==> config.mk <==
export PLATFORM = sky130hd
export DESIGN_NAME = inst_mem_loader
export DESIGN_NICKNAME = d
export VERILOG_FILES = /design/src/rtl/inst_mem_pkg.sv /design/src/rtl/inst_mem_loader_byte_packer.sv /design/src/rtl/inst_mem_loader.sv
export SDC_FILE = /design/constraint.sdc
export NUM_CORES = 1
export LEC_CHECK = 0
export CAP_MARGIN = 25
export CORE_MARGIN = 2
export CORE_UTILIZATION = 30
export CTS_CLUSTER_DIAMETER = 150
export DETAILED_ROUTE_END_ITERATION = 7
export PLACE_DENSITY = 0.57
export SYNTH_ARGS = -nofsm -noshare
export SYNTH_HDL_FRONTEND = slang
export SYNTH_SLANG_ARGS = --single-unit
==> constraint.sdc <==
create_clock -name clk -period 4.64 [get_ports clk]
set_input_delay 0.928 -clock clk [delete_from_list [all_inputs] [get_ports clk]]
set_output_delay 0.928 -clock clk [all_outputs]
set_load 0.01 [all_outputs]
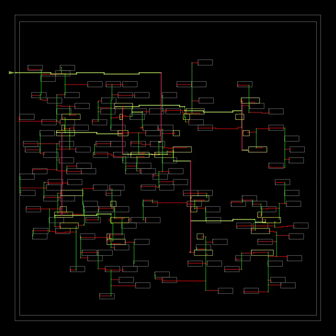
Run 1: the clock network
CTS sink count: 140
Clock Skew: 0.007936 ns
cts bufs inserted: 17

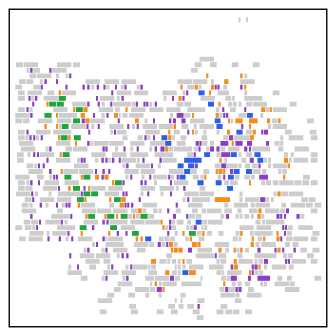
Run 1: logic cells by family
family	colour	cells
NOR gates	orange	111
multiplexers	green	26
NAND gates	purple	213
XOR/XNOR gates	blue	26
Layout Cells excl Fill: 1185
Commonest Layout Cell: nand2_1
Comb/total area: 0.4305

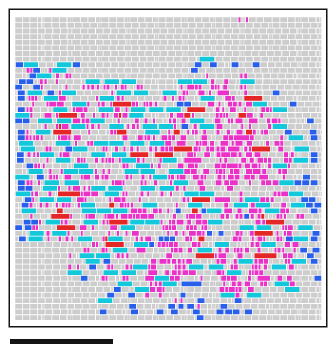
Run 1: placement by cell class
Scale bar: 50 um. Fill, decap, tap and diode cells in grey.
class	colour	cells
flops	cyan	140
all other logic	magenta	635
other buffers and delay cells	blue	98
clock drivers and dummy loads	red	32
Finished Cell Area: 8330 um2
FP Rows: 54
CORE AREA: 21820 um2
final core occ: 0.3817
sequential cell area share: 0.3364

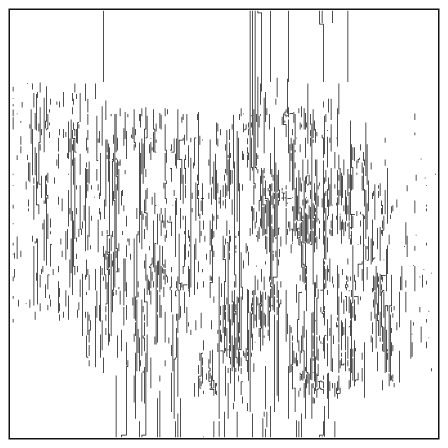
Run 1: the metal 2 layer
main direction	vertical
wire length on this layer	8560 um
longest straight run	56.1 um
DRT Wirelength: 19360 um
met2 usage: 0.2479
vias after detailed routing: 6167

==> impl_metrics.tcl, run 1 <==
# implementation run metrics
set metrics [dict create \
    grt_pass1_wl_um 31480 \
    die_h_um 153.0 \
    detail_route.wl_per_cell_um 16.34 \
    peakVddDrop_mv 0.2833 \
    synth_cell_types 72 \
    setup_viol 0 \
    power_density_nw_per_um2 324.0 \
    htreeDepth 4 \
    rr_worst_depth 9 \
    ant_nets 0 \
    dp_cells 1153 \
    syn2layout_area_growth_pct 25.13 \
    portBuffers 87 \
    crit_type "flop to flop" \
    crit_chain "ha_1, nand3_1, or4_1, xnor2_1, nor2_1, nand4_2, nor4_4, o311ai_0, o31ai_1" \
    edf_count 0 \
    num_antenna_cells 0 \
    cts_root_buf "clkbuf_16" \
    cts_setup_buffers 0 \
    path_depth 9 \
    hold_buffers 0 \
    grt_pass1_vias 5754 \
    rsz0062_at_grt "false" \
    drt_drc_violations_left 0 \
    grt_max_degree 71 \
    reg2reg_slack_ns 1.31 \
    viasPerCell 5.204 \
    nNetsFinal 909 \
    ys_cells 831 \
    switchingPower_w 0.0006382 \
    gp_congestion 0.8713 \
    clock_path_buffers 2 \
    warning_count 27 \
    grt-ovfl-total 0 \
    dpl.hpwl_um 13290 \
    path_buffers 0 \
    status "complete, no violations" \
    syn-cell-area_um2 6658 \
    die_area_um2 23400 \
    crit_family "simple AND/OR/NAND/NOR gates" \
    syn_area_per_cell_um2 8.012 \
    maxCapViolCount 0 \
    slew_headroom 0.3877 \
    arrival_ns 3.68 \
    clock.fmax_mhz 300.0 \
    required_ns 4.99 \
    pwr-share-seq 0.451 \
    ys_area_um2 6658 \
    cell_internal_pwr_w 0.002061 \
    tightestPinTransition_ns 0.9116 \
    dieWidth_um 153.0 \
    crit_fanout 17 \
]
[run 1: through the flow]
stage / worst slack, ns / power (W) / hold slack (ns) / area [um2]
floorplan: 1.788 / 0.001313 / 0.4109 / 6661
global placement: 1.429 / 0.001358 / 0.4216 / 7716
detailed placement: 1.353 / 0.001361 / 0.4264 / 7744
CTS: 1.309 / 0.002723 / 0.4353 / 8330
global route: 1.017 / 0.002795 / 0.4630 / 8330
finish: 1.306 / 0.002699 / 0.4334 / 8330
[run 1: cell families after synthesis]
logic type | after synthesis | synth area share
mux | 26 | 0.03909
other cells | 1 | 0.0005633
simple gates | 364 | 0.2593
buf+inv | 66 | 0.04247
flops | 140 | 0.4210
fa+ha+maj | 5 | 0.009397
xor+xnor | 26 | 0.03646
compound gates | 203 | 0.1917
[run 1: final cells by class]
cell class              count  area [um2]
fillers                  2272       13490
repair buffers             98       970.9
multi-input cells         626        3586
well taps                 280       350.3
flip-flops and latches    140        2803
clock buffers              21       450.4
inverters                   9       33.78
clock inverters            11       136.4
[run 1: routing by layer]
layer,global-route usage,part of all wire,routed length (um),up-vias
met5,0,0,0,-
li1,-,-,-,3079
met1,0.2405,0.50,9757,2916
met2,0.2479,0.44,8560,158
met3,0.03828,0.045,872,14
met4,0.04056,0.0088,170,0
[run 1: cell usage after synthesis (all sizes together) (5+ instances only)]
library cell / count / area, um2
nand2: 173 / 649.4
or4: 9 / 71.32
nand4: 9 / 68.81
or3: 8 / 50.05
xnor2: 18 / 157.7
xor2: 7 / 61.31
o31ai: 8 / 60.06
dfxtp: 140 / 2803
nor2: 69 / 259.0
ha: 5 / 62.56
mux2i: 26 / 260.3
nor4: 16 / 121.4
a211oi: 8 / 60.06
buf: 13 / 82.58
nand3: 23 / 137.6
and4: 5 / 46.29
nor3: 20 / 105.1
a31oi: 14 / 102.6
o211ai: 11 / 82.58
inv: 9 / 33.78
o21ai: 27 / 138.9
a21oi: 99 / 495.5
clkbuf: 44 / 166.4
and3: 11 / 68.82
[run 1: power by group through the flow]
stage          logic [W]  clock network (W)  registers, W
5_1_grt         0.000126            0.00145       0.00122
6_report        0.000116            0.00137       0.00122
2_1_floorplan  0.0000737                  0       0.00124
3_5_place_dp    0.000117                  0       0.00124
3_3_place_gp    0.000113                  0       0.00124
4_1_cts         0.000117            0.00139       0.00122
[run 1: worst register-to-register path, cell delays in order (launching register included)]
cell and delay, ns:
dfxtp_1 0.47, ha_1 0.31, nand3_1 0.24, or4_1 0.64, xnor2_1 0.19, nor2_1 0.14, nand4_2 0.17, nor4_4 0.72
o311ai_0 0.26, o31ai_1 0.10
## Run 2: what changed since run 1
--- a/config.mk
+++ b/config.mk
@@ -10,7 +10,7 @@
 export CORE_UTILIZATION = 30
 export CTS_CLUSTER_DIAMETER = 150
 export DETAILED_ROUTE_END_ITERATION = 7
-export PLACE_DENSITY = 0.57
+export PLACE_DENSITY = 0.59
 export SYNTH_ARGS = -nofsm -noshare
 export SYNTH_HDL_FRONTEND = slang
 export SYNTH_SLANG_ARGS = --single-unit
==> constraint.sdc (replaced) <==
create_clock -name clk -period 2.95 [get_ports clk]
set_input_delay 0.59 -clock clk [delete_from_list [all_inputs] [get_ports clk]]
set_output_delay 0.59 -clock clk [all_outputs]
set_load 0.01 [all_outputs]
==> impl_metrics.tcl, run 2 <==
# implementation run metrics
set metrics [dict create \
    logic_area_um2 3601 \
    status "complete, no violations" \
    grt_pass1_wl_um 32040 \
    yosys.area.top_type "dfxtp_1" \
    synthTopCellsByArea "dfxtp_1 42%, nand2_1 9.8%, a21oi_1 7.4%" \
    arrival_ns 3.15 \
    peakVddDrop_mv 0.3584 \
    grt_max_degree 74 \
    syn2layout_area_growth_pct 28.28 \
    dpl_cell_area_um2 7974 \
    drtIter0Drc 492 \
    whs_ns 0.4410 \
    cts_inserted_buffers 17 \
    drt_drc_violations_left 0 \
    tightestPinTransition_ns 0.8459 \
    io_pins 90 \
    maxCapViolCount 0 \
    grt-ovfl-total 0 \
    path_depth 8 \
    crit_type "flop to flop" \
    crit_family "simple AND/OR/NAND/NOR gates" \
    seq_area_um2 2804 \
    core_um2 21820 \
    skew_ns 0.01387 \
    grt_pass1_vias 5841 \
    edf_count 0 \
    common_cells "173 x nand2_1, 140 x dfxtp_1, 99 x a21oi_1" \
    crit_fanout 8 \
    die_h_um 153.0 \
    ys_ff 140 \
    post-synth-top-count-cell "nand2_1" \
    dieWidth_um 153.0 \
    gp_congestion 0.9441 \
    htreeDepth 4 \
    fillers 2247 \
    required_ns 3.29 \
    clock_sinks 140 \
    ys_cells 831 \
    clock.fmax_mhz 356.6 \
    cts_root_buf "clkbuf_16" \
    power_density_nw_per_um2 482.5 \
    rr_worst_depth 8 \
    fp-row-count 54 \
    reg2reg_slack_ns 0.15 \
    viasPerCell 5.238 \
    ys_area_um2 6658 \
    dp_cells 1183 \
    clock_path_buffers 2 \
    slew_headroom 0.4361 \
    num_antenna_cells 0 \
    dpl.hpwl_um 13770 \
    warning_count 27 \
    die_area_um2 23400 \
    path_buffers 0 \
    cts_setup_buffers 0 \
    final_common_cell "nand2_1" \
    ant_nets 0 \
    syn_area_per_cell_um2 8.012 \
    top_area_frac 0.4210 \
    rsz0062_at_grt "false" \
    crit_chain "nand4_2, or4_1, xnor2_1, nor2_1, nand4_2, or4_4, a211o_1, o31ai_1" \
    syn-cell-area_um2 6658 \
    setup_viol 0 \
    detail_route.wl_per_cell_um 16.52 \
    synth_cell_types 72 \
    nNetsFinal 939 \
]
run 2: cell counts after synthesis:
No cell type changed its count.
run 2: stage by stage:
step / total power [W] / utilization / worst slack (ns)
6_report: 0.004121 / 0.3914 / 0.1460
5_1_grt: 0.004256 / 0.3914 / 0.007931
4_1_cts: 0.004159 / 0.3906 / 0.09264
3_5_place_dp: 0.002150 / 0.3654 / 0.09119
3_3_place_gp: 0.002150 / 0.3654 / 0.09984
2_1_floorplan: 0.002065 / - / 0.09791
run 2: cell type report:
cell class,instances,share of cell area
Clock buffer,18,0.05142
Tap cell,280,0.04102
Timing Repair Buffer,128,0.1406
Sequential cell,140,0.3283
Inverter,9,0.003955
Multi-Input combinational cell,626,0.4216
Clock inverter,14,0.01304
run 2: logic make-up (layout without fill, tap and decap cells):
family	after synthesis	in the layout	synth area share
adders and majority gates	5	5	0.009397
AOI/OAI and AO/OA	203	203	0.1917
other	1	2	0.0005633
buffers and inverters	66	169	0.04247
and+or+nand+nor	364	364	0.2593
muxes	26	26	0.03909
xor gates and xnor gates	26	26	0.03646
DFF	140	140	0.4210
run 2: what timing repair did:
item	CTS	global route
setup endpoints to repair	0	20
endpoints found under the hold margin	0	0
hold buffers	0	0
resized	0	4
run 2: where the power goes:
part / internal (W) / switching, W / leakage, nW
combinational: 0.0000711 / 0.000123 / 1.44
sequential: 0.00190 / 0.0000161 / 1.13
clock: 0.00111 / 0.000901 / 0.274
run 2: routing by layer:
layer / share of wire / vias up / GRT usage / wire length (um)
met1: 0.49 / 2984 / 0.2436 / 9823
met2: 0.44 / 215 / 0.2483 / 8865
met4: 0.015 / 0 / 0.05864 / 296
met5: 0 / - / 0 / 0
li1: - / 3136 / - / -
met3: 0.054 / 29 / 0.04111 / 1085
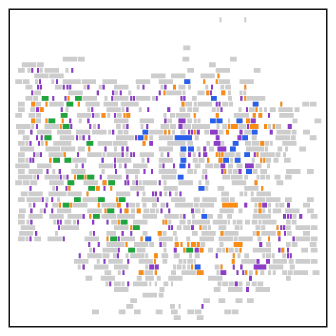
Run 2: logic cells by family
family	colour	cells
NAND gates	purple	213
NOR gates	orange	111
multiplexers	green	26
XOR/XNOR gates	blue	26
Layout Cells excl Fill: 1215
Comb/total area: 0.4216

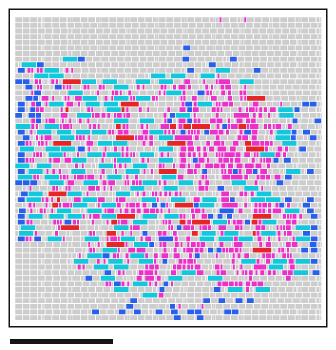
Run 2: placement by cell class
Scale bar: 50 um. Fill, decap, tap and diode cells in grey.
class	colour	cells
clock drivers and dummy loads	red	32
flops	cyan	140
all other logic	magenta	635
other buffers and delay cells	blue	128
Finished Cell Area: 8541 um2
final core occ: 0.3914
sequential cell area share: 0.3283

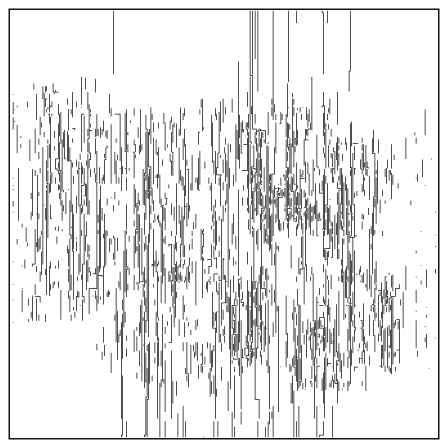
Run 2: the metal 2 layer
nets with wire on the layer	735
share of all routed wire	44%
DRT Wirelength: 20070 um
met2 usage: 0.2483
vias after detailed routing: 6364

Power is estimated from default activity; no workload was simulated.
